==> config.mk <==
export PLATFORM = sky130hd
export DESIGN_NAME = rv32i_alu_issue
export DESIGN_NICKNAME = d
export VERILOG_FILES = /design/src/rtl/rv32i_alu_issue_pkg.sv /design/src/rtl/rv32i_alu_issue_decoder.sv /design/src/rtl/rv32i_alu_issue.sv
export SDC_FILE = /design/constraint.sdc
export NUM_CORES = 1
export LEC_CHECK = 0
export ABC_AREA = 1
export CAP_MARGIN = 20
export CORE_ASPECT_RATIO = 0.6
export CORE_MARGIN = 2
export CORE_UTILIZATION = 39
export DETAILED_ROUTE_END_ITERATION = 6
export PLACE_DENSITY = 0.81
export SYNTH_ARGS = -nofsm -noshare
export SYNTH_HDL_FRONTEND = slang
export SYNTH_SLANG_ARGS = --single-unit
export TNS_END_PERCENT = 10
==> constraint.sdc <==
create_clock -name i_clk -period 1.4 [get_ports i_clk]
set_clock_uncertainty 0.05 [all_clocks]
set_input_delay 0.28 -clock i_clk [delete_from_list [all_inputs] [get_ports i_clk]]
set_output_delay 0.28 -clock i_clk [all_outputs]
set_load 0.02 [all_outputs]
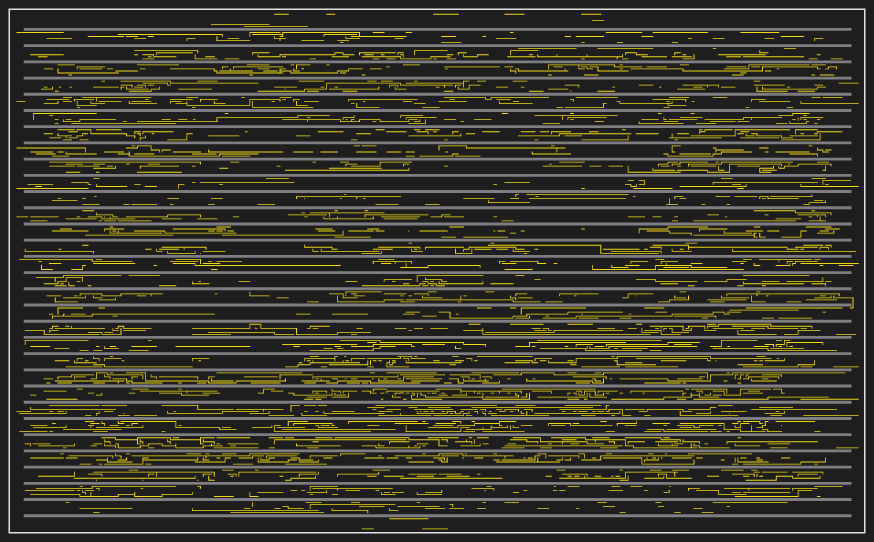
Figure 1: the metal 1 layer.
Supply wires on this layer in gray.
- nets with wire on the layer: 924
- longest straight run: 28.1 um
met1 Usage GRT: 0.2958
total number of vias: 5299
total wire length after detailed routing: 16330 um

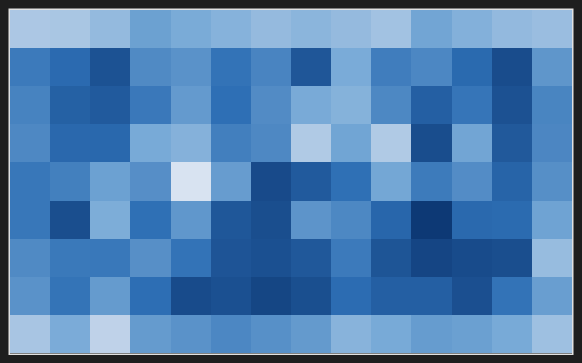
Figure 2: local utilization.
The die is cut into 14 by 9 equal tiles; white is low, dark blue is high, 0 to 100% covered.
- fullest tile: 96%
- tiles over 75% full: 31%
- mean over tiles: 65%
core region area: 11340 sq um
floorplan-stage core utilization: 0.4006
utilization after layout: 0.7337

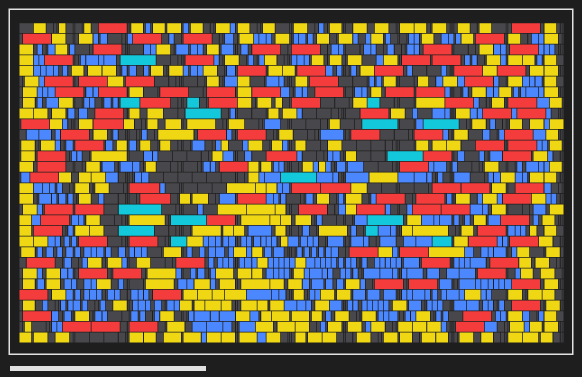
Figure 3: cells colored by class.
Scale bar: 50 um. Fill, decap, tap and diode cells in gray.
- yellow: other buffers and delay cells (cells 310)
- blue: all other logic (cells 499)
- red: flops (cells 108)
- cyan: clock drivers and dummy loads (cells 16)
post-route standard cell area excluding fillers: 8317 sq um
standard-cell rows: 30

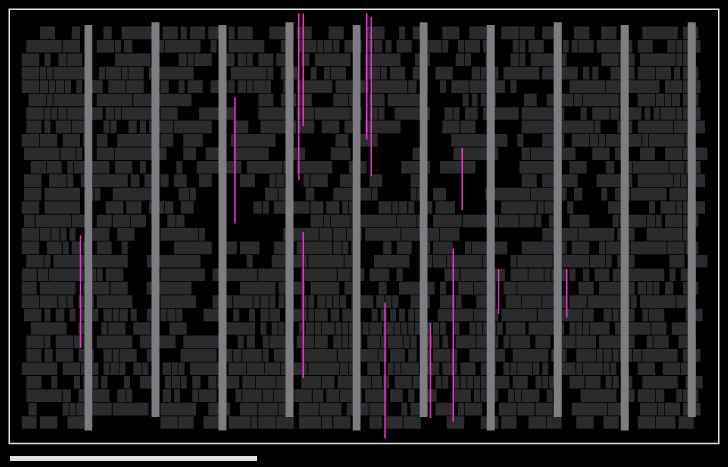
Figure 4: the metal 4 layer.
Scale bar: 50 um. Supply wires on this layer in gray. Cells faint in the background.
- main direction: vertical
- nets with wire on the layer: 12

==> impl_results.rst <==
Implementation results
======================

.. list-table::
   :header-rows: 1

   * - Metric
     - Value
   * - Main logic family after synthesis
     - simple AND/OR/NAND/NOR gates
   * - Total of fill cells in the finished design
     - 900
   * - Taps Inserted
     - 160
   * - Wire length of the first global-routing pass
     - 22780 um
   * - Reg-to-reg slack, setup
     - -0.08 ns
   * - Total number of yosys warnings
     - 0
   * - Flop area
     - 2170 sq um
   * - Worst-path cell with the longest stage delay
     - sky130_fd_sc_hd__dfxtp_2
   * - Most frequent logic cell in the layout
     - sky130_fd_sc_hd__nand2_1
   * - Post-synth mux share
     - 0
   * - Period minus WS final
     - 1.489 ns
   * - Max-slew violations
     - 0
   * - Number of I/O port buffers
     - 243
   * - Placement-stage worst setup slack
     - -0.5120 ns
   * - Kind of end point of the critical path
     - output port
   * - Worst hold path type
     - input port to flop
   * - Final weighted congestion in routability-driven placement
     - 0.8673
   * - Crit path kind
     - flop to output port
   * - Total setup buffers inserted after CTS
     - 1
   * - Total clock buffers created by CTS
     - 9
   * - Mi-comb count
     - 468
   * - Setup slack after layout
     - -0.08929 ns
   * - Sequential element share of the synthesized area
     - 0.4762
   * - Violation count after the first detailed-route iteration
     - 286
   * - Final setup fails
     - 64
   * - Critical-path cell list
     - inv_2, buf_6, nor2_4, buf_6, buf_6
   * - Post-layout net count
     - 1062
   * - Fraction of area in multi-input gates
     - 0.2870
   * - Largest stage delay, worst path
     - 0.34 ns
   * - Outcome
     - finished with violations
   * - Yosys adder share
     - 0
   * - Violations in the final reports
     - setup timing
   * - Arrival time at the worst endpoint
     - 1.16 ns
   * - Area growth from synthesis to layout
     - 83.16%
   * - AO/OA Area Share
     - 0.1521
   * - Number of primary I/O pins
     - 245
   * - Largest net degree at the start of global routing
     - 55
critical path, delay by kind of cell, from the launching register on:
| kind | cells | cell delay, ns |
|---|---|---|
| buffers and inverters | 4 | 0.40 |
| and+or+nand+nor | 1 | 0.09 |
| DFF | 1 | 0.34 |
per-layer routing:
metal / global-route usage / part of all wire / vias to the layer above / routed length, um
met2: 0.3580 / 0.45 / 223 / 7386
met3: 0.09787 / 0.11 / 28 / 1868
met5: 0 / 0 / - / 0
met1: 0.2958 / 0.41 / 2420 / 6776
li1: - / - / 2628 / -
met4: 0.06595 / 0.018 / 0 / 301
where the power goes:
part,leakage (nW),switching (W),internal [W]
Clock,0.158,0.00116,0.00151
Sequential,0.873,0.0000105,0.00309
Combinational,2.69,0.000387,0.000516
Power is estimated from default activity; no workload was simulated.
